### Signal metal coverage by tile, run 1

Scale: 1 px per µm. 24 x 29 tiles, from dark purple (low) to yellow (high), scaled to the fullest tile. Values are wire area over tile area, all layers added.
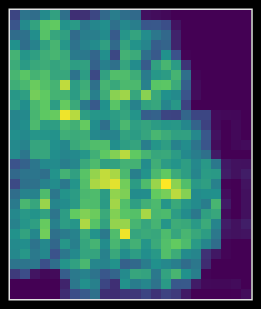
### Power grid, run 1

Scale: 1.5 px per µm. Pins as bars on the die edge.
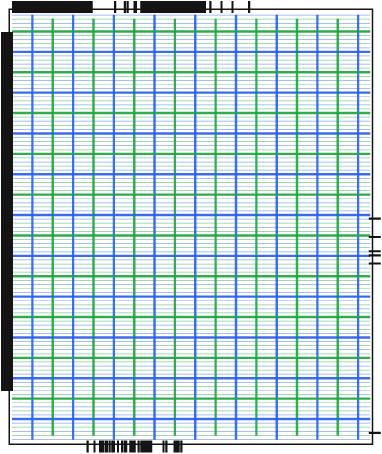
### Placed standard cells, run 1

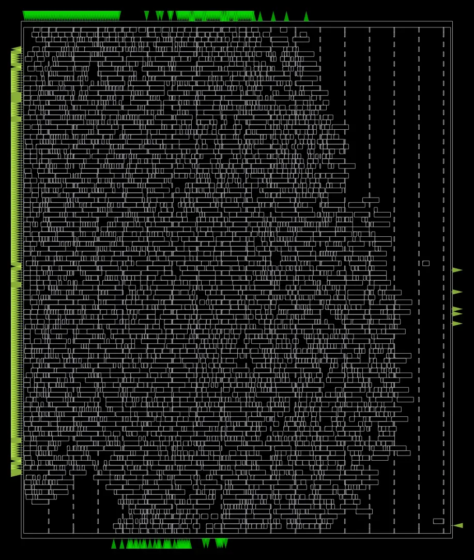
--- config.mk ---
export PLATFORM = sky130hd
export DESIGN_NAME = packet_builder
export DESIGN_NICKNAME = d
export VERILOG_FILES = /design/src/rtl/packet_builder.sv
export SDC_FILE = /design/constraint.sdc
export NUM_CORES = 1
export LEC_CHECK = 0
export CAP_MARGIN = 10
export CORE_ASPECT_RATIO = 1.2
export CORE_UTILIZATION = 45
export DETAILED_ROUTE_END_ITERATION = 12
export PLACE_DENSITY = 0.7
export SYNTH_ARGS = -nofsm -noshare
export SYNTH_HDL_FRONTEND = slang
export SYNTH_SLANG_ARGS = --single-unit
--- constraint.sdc ---
create_clock -name clk -period 3.36 [get_ports clk]
set_input_delay 0.672 -clock clk [delete_from_list [all_inputs] [get_ports clk]]
set_output_delay 0.672 -clock clk [all_outputs]
set_load 0.01 [all_outputs]
--- src/rtl/packet_builder.sv ---
// Transmit framer: turns one packet descriptor into a 32-bit word stream
// (two header words, then payload) and keeps a sequence counter per stream.
module packet_builder #(
    parameter int NUM_STREAMS       = 8,
    parameter int MAX_PAYLOAD_BYTES = 32
) (
    input  logic                             clk,
    input  logic                             reset_b,
    input  logic [15:0]                      pkt_stream,
    input  logic [15:0]                      pkt_len,
    input  logic [0:MAX_PAYLOAD_BYTES*8-1]   pkt_payload,
    input  logic                             pkt_val,
    output logic                             pkt_ready,
    output logic                             pkt_err,
    output logic [31:0]                      dataOut,
    output logic                             dataOut_val,
    input  logic                             dataOut_ready,
    output logic                             dataOut_last,
    output logic [1:0]                       fsm_state
);

    localparam int          SIDX_W = (NUM_STREAMS > 1) ? $clog2(NUM_STREAMS) : 1;
    localparam logic [15:0] NS16   = 16'(NUM_STREAMS);
    localparam logic [15:0] MAXB16 = 16'(MAX_PAYLOAD_BYTES);

    // Handshakes: a transfer happens on a rising edge where valid && ready;
    // the sender holds data stable while valid && !ready.
    typedef enum logic [1:0] {
        IDLE    = 2'd0,
        HDR0    = 2'd1,
        HDR1    = 2'd2,
        PAYLOAD = 2'd3
    } state_t;

    state_t                            state;
    logic [SIDX_W-1:0]                 stream_idx;
    logic [15:0]                       len_r;
    logic [15:0]                       nwords_r;
    logic [15:0]                       widx;
    logic [0:MAX_PAYLOAD_BYTES*8-1]    payload_r;
    logic [31:0]                       seq_table [NUM_STREAMS];

    logic        desc_ok;
    logic [15:0] total;
    logic [31:0] seq_cur;
    logic [31:0] hdr0_word;
    logic [31:0] hdr1_word;

    assign fsm_state = state;
    assign desc_ok   = (pkt_stream < NS16) && (pkt_len <= MAXB16);
    assign total     = pkt_len + 16'd8;
    assign hdr0_word = {total[7:0], total[15:8], pkt_stream[7:0], pkt_stream[15:8]};
    assign seq_cur   = seq_table[stream_idx];
    assign hdr1_word = {seq_cur[7:0], seq_cur[15:8], seq_cur[23:16], seq_cur[31:24]};

    // Payload word w in wire-byte order; bytes past the packet length read as zero.
    function automatic logic [31:0] payload_word(
        input logic [0:MAX_PAYLOAD_BYTES*8-1] pl,
        input logic [15:0]                    len,
        input logic [15:0]                    w
    );
        logic [31:0] word;
        int          idx;
        word = '0;
        for (int b = 0; b < 4; b++) begin
            idx = 4 * int'(w) + b;
            if (idx < int'(len) && idx < MAX_PAYLOAD_BYTES) begin
                word[31-8*b -: 8] = pl[8*idx +: 8];
            end
        end
        return word;
    endfunction

    always_ff @(posedge clk or negedge reset_b) begin
        if (!reset_b) begin
            state        <= IDLE;
            stream_idx   <= '0;
            len_r        <= '0;
            nwords_r     <= '0;
            widx         <= '0;
            payload_r    <= '0;
            pkt_ready    <= 1'b0;
            pkt_err      <= 1'b0;
            dataOut      <= '0;
            dataOut_val  <= 1'b0;
            dataOut_last <= 1'b0;
            for (int i = 0; i < NUM_STREAMS; i++) begin
                seq_table[i] <= 32'd1;
            end
        end else begin
            pkt_err <= 1'b0;
            case (state)
                IDLE: begin
                    pkt_ready <= 1'b1;
                    if (pkt_val && pkt_ready) begin
                        stream_idx <= pkt_stream[SIDX_W-1:0];
                        len_r      <= pkt_len;
                        nwords_r   <= (pkt_len + 16'd3) >> 2;
                        payload_r  <= pkt_payload;
                        if (!desc_ok) begin
                            pkt_err <= 1'b1;
                        end else begin
                            state        <= HDR0;
                            pkt_ready    <= 1'b0;
                            dataOut      <= hdr0_word;
                            dataOut_val  <= 1'b1;
                            dataOut_last <= 1'b0;
                        end
                    end
                end

                HDR0: begin
                    if (dataOut_ready) begin
                        state        <= HDR1;
                        dataOut      <= hdr1_word;
                        dataOut_last <= (len_r == 16'd0);
                    end
                end

                HDR1: begin
                    if (dataOut_ready) begin
                        if (dataOut_last) begin
                            // Empty payload: the packet completes on its second header word.
                            seq_table[stream_idx] <= seq_cur + 32'd1;
                            state        <= IDLE;
                            pkt_ready    <= 1'b1;
                            dataOut      <= '0;
                            dataOut_val  <= 1'b0;
                            dataOut_last <= 1'b0;
                        end else begin
                            state        <= PAYLOAD;
                            widx         <= '0;
                            dataOut      <= payload_word(payload_r, len_r, 16'd0);
                            dataOut_last <= (nwords_r == 16'd1);
                        end
                    end
                end

                PAYLOAD: begin
                    if (dataOut_ready) begin
                        if (dataOut_last) begin
                            seq_table[stream_idx] <= seq_cur + 32'd1;
                            state        <= IDLE;
                            pkt_ready    <= 1'b1;
                            dataOut      <= '0;
                            dataOut_val  <= 1'b0;
                            dataOut_last <= 1'b0;
                        end else begin
                            widx         <= widx + 16'd1;
                            dataOut      <= payload_word(payload_r, len_r, widx + 16'd1);
                            dataOut_last <= ((widx + 16'd2) == nwords_r);
                        end
                    end
                end

                default: begin
                    state <= IDLE;
                end
            endcase
        end
    end

endmodule
==> out/qor.csv, run 1 <==
metric,value,unit
vias per std cell,5.78,
worst reg2reg setup slack,0.09,ns
Synth area leader,dfrtp_1,
Final Cell Area,38400,µm²
Worst Tran Pin Value,1.07,ns
flip-flops with a built-in enable,0,
htree depth,2,
crit start category,flop,
top flop regs,"payload_r: 256 flops, seq_table: 256 flops, dataOut: 32 flops",
CLK BUF,84,
Avg Synthesized Cell Area,9.50,µm²
Synth Area in Adders,0.00632,
Top cell excl fill/tap,nand2_1,
IO Port Bufs,329,
Yosys Chip Area,30900,µm²
"Top cell by count, worst path",buf_4,
clk_lat worst skew,0.65,ns
Net Sw Frac,0.265,
max-slew violation count,0,
first-pass GRT wire length,155,mm
min cycle time layout,3.27,ns
Seq pwr share,0.462,
Mux area share,0.126,
Int Pwr,12600,µW
sequential share of cell area,0.391,
CP Buf/Inv Count,3,
post-CTS setup buffers,0,
DRC,0,
post-synthesis xor/xnor area fraction,0.0178,
tool warnings,30,
Basic Gates by Area,0.220,
Setup CP Type,flop to flop,
Post-Syn Area,30900,µm²
combinational power,2370,µW
most frequent cells after synthesis,"1,107 x nand2_1, 591 x dfrtp_1, 182 x clkbuf_1",
Clock transition at path regs,0.06,ns
clock share of power,0.400,
Comb area,14800,µm²
met2 WL post-DR,47.9,mm
hold violation count in the final report,2,
combinational share of cell area,0.386,
routability cong.,0.933,
vias in the first global route,26300,
final core utilization,0.569,
placed cells,4464,
Hold WC Path Type,input port to asynchronous set/reset pin,
FF/Latch Area,15000,µm²
largest power group,sequential cells,
outcome,finished with violations,
Non-Filler Instances,4579,
DP Worst Slack,-0.200,ns
Longest Clk Path Bufs,3,
cell with the most instances after synthesis,nand2_1,
Setup crit end kind,flop,
top sig layer,met5,
data required time of the worst path,3.86,ns
TritonCTS clock tree,yes,
PwrDens,448,nW/µm²
ant diodes,3,
drt pass-1 iters,6,
# IOs,330,
largest stage delay on the critical path,0.63,ns
total grt overflow,0,
R2R cell count,10,
Seq group,7950,µW
clk pwr,6890,µW
Root Driver,clkbuf_16,
die footprint,69700,µm²
violated checks,negative hold slack,
final setup violation count,0,
Placed Area,36300,µm²
#MultiIn Comb,2381,
Hold Slack,-0.00843,ns
library cells used by synthesis,92,
area grow syn2layout,24.3,%
buffering overhead,0.139,
met3 GRT Util,0.0522,
syn_nets,3558,
inverters,29,
"Top FF cell, synth",dfrtp_1,
max cap viols,0,
GRT busiest layer,met2,
Top cell area share,0.479,
DRT antenna net count,0,
Final WS setup,0.0883,ns
asr flop ratio synth,1.00,
fmax,0.306,GHz
FF-to-FF Start,stream_idx[1],
register area share after synthesis,0.486,
layout cells sized above 1,0.166,
Back to the opening pictures, 'Signal metal coverage by tile':
densest ninth of the die: center
mean over tiles: 0.24
emptiest ninth of the die: north-east
tiles over half the peak: 43%
fullest tile: 0.59
mean routed wirelength per cell: 21.9 µm
vias: 26,500
drt total wl: 100 mm
Total GRT Usage: 0.290

Back to the opening pictures, 'Power grid':
legend:
  VSS:
    color: blue
  VDD:
    color: green
met4 straps: 17
rows: 104
signal pins: 330
met5 straps: 20
met1 rails: 105
Core Region: 67,500 µm²
worst vdd ir: 0.000432 V
Die H: 289 µm
DIE WIDTH: 241 µm

Back to the opening pictures, 'Placed standard cells':
sequential cells: 599
row count: 104
Tap Cells: 901
Fill cells: 5,755

### Close-up of the layout, run 1

Window x 96 to 146, y 177 to 227 µm. Cells in gray, sequential cells in the stronger gray; small squares are vias.
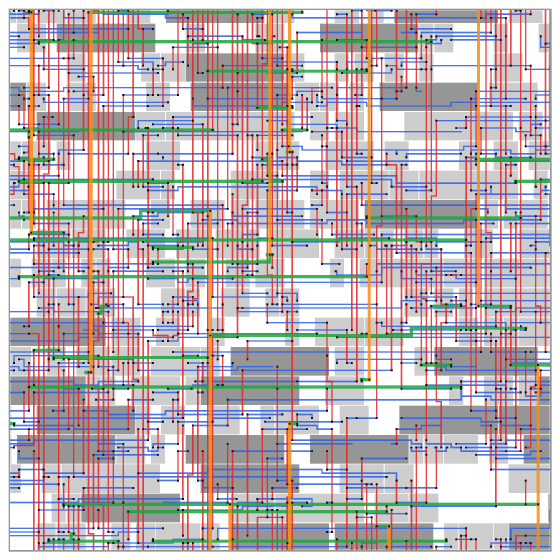

==> run 2: changes to the inputs <==
Settings changed: PLACE_DENSITY 0.7 to not set, PLACE_DENSITY_LB_ADDON set to 0.15.
### Close-up of the layout, run 2

Window x 96 to 146, y 177 to 227 µm. Cells in gray, sequential cells in the stronger gray; small squares are vias.
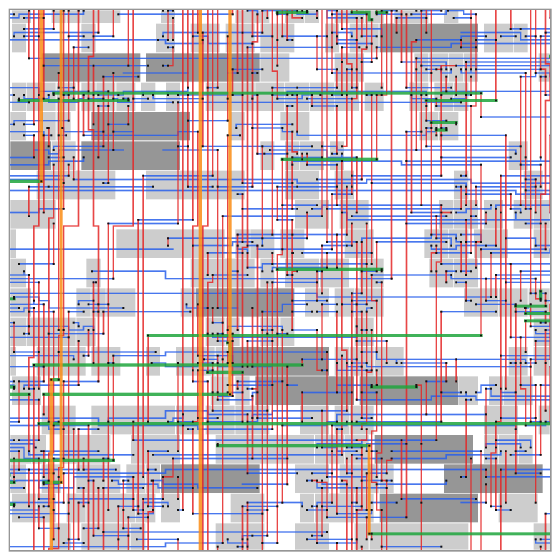
legend:
  met4:
    color: orange
  met3:
    color: green
  met1:
    color: blue
  met2:
    color: red
netlist names of flops here include: widx (10), len_r (2)
most frequent: nand2_1 (27), o21ai_0 (17), buf_4 (16)
sequential cells in the window: 13
cells with their middle in the window: 173

==> run 2 against run 1 <==
- the run now ends clean
- non-clock buffer count shrank 7
- clock power grew 6.5%
- maximum frequency shrank 0.66%
==> out/qor.csv, run 2 <==
metric,value,unit
Clock transition at path regs,0.06,ns
area grow syn2layout,24.7,%
Hold Slack,0.0409,ns
asr flop ratio synth,1.00,
Root Driver,clkbuf_16,
met3 GRT Util,0.0423,
clock share of power,0.416,
Post-Syn Area,30900,µm²
max cap viols,0,
routability cong.,0.932,
Final Cell Area,38500,µm²
most frequent cells after synthesis,"1,107 x nand2_1, 591 x dfrtp_1, 182 x clkbuf_1",
Top cell excl fill/tap,nand2_1,
Synth area leader,dfrtp_1,
ant diodes,0,
first-pass GRT wire length,157,mm
hold violation count in the final report,0,
cell with the most instances after synthesis,nand2_1,
vias,26400,
FF/Latch Area,15000,µm²
max-slew violation count,0,
drt total wl,101,mm
met2 WL post-DR,49.1,mm
worst vdd ir,0.000336,V
data required time of the worst path,3.88,ns
Fill cells,5885,
worst reg2reg setup slack,0.07,ns
largest power group,sequential cells,
Longest Clk Path Bufs,3,
layout cells sized above 1,0.166,
combinational share of cell area,0.384,
combinational power,2360,µW
top sig layer,met5,
Int Pwr,13000,µW
Tap Cells,901,
buffering overhead,0.138,
Avg Synthesized Cell Area,9.50,µm²
syn_nets,3558,
register area share after synthesis,0.486,
DIE WIDTH,241,µm
fmax,0.304,GHz
IO Port Bufs,329,
Non-Filler Instances,4574,
die footprint,69700,µm²
row count,104,
Top cell area share,0.479,
Net Sw Frac,0.261,
PwrDens,458,nW/µm²
largest stage delay on the critical path,0.59,ns
Core Region,67500,µm²
"Top FF cell, synth",dfrtp_1,
Yosys Chip Area,30900,µm²
FF-to-FF Start,stream_idx[1],
TritonCTS clock tree,yes,
post-CTS setup buffers,0,
total grt overflow,0,
mean routed wirelength per cell,22.1,µm
CP Buf/Inv Count,3,
Placed Area,36200,µm²
DP Worst Slack,-0.0101,ns
DRC,0,
htree depth,3,
outcome,completed,
Seq group,7940,µW
# IOs,330,
placed cells,4453,
Power figures rest on the tool's default switching activity, not on a simulated workload.
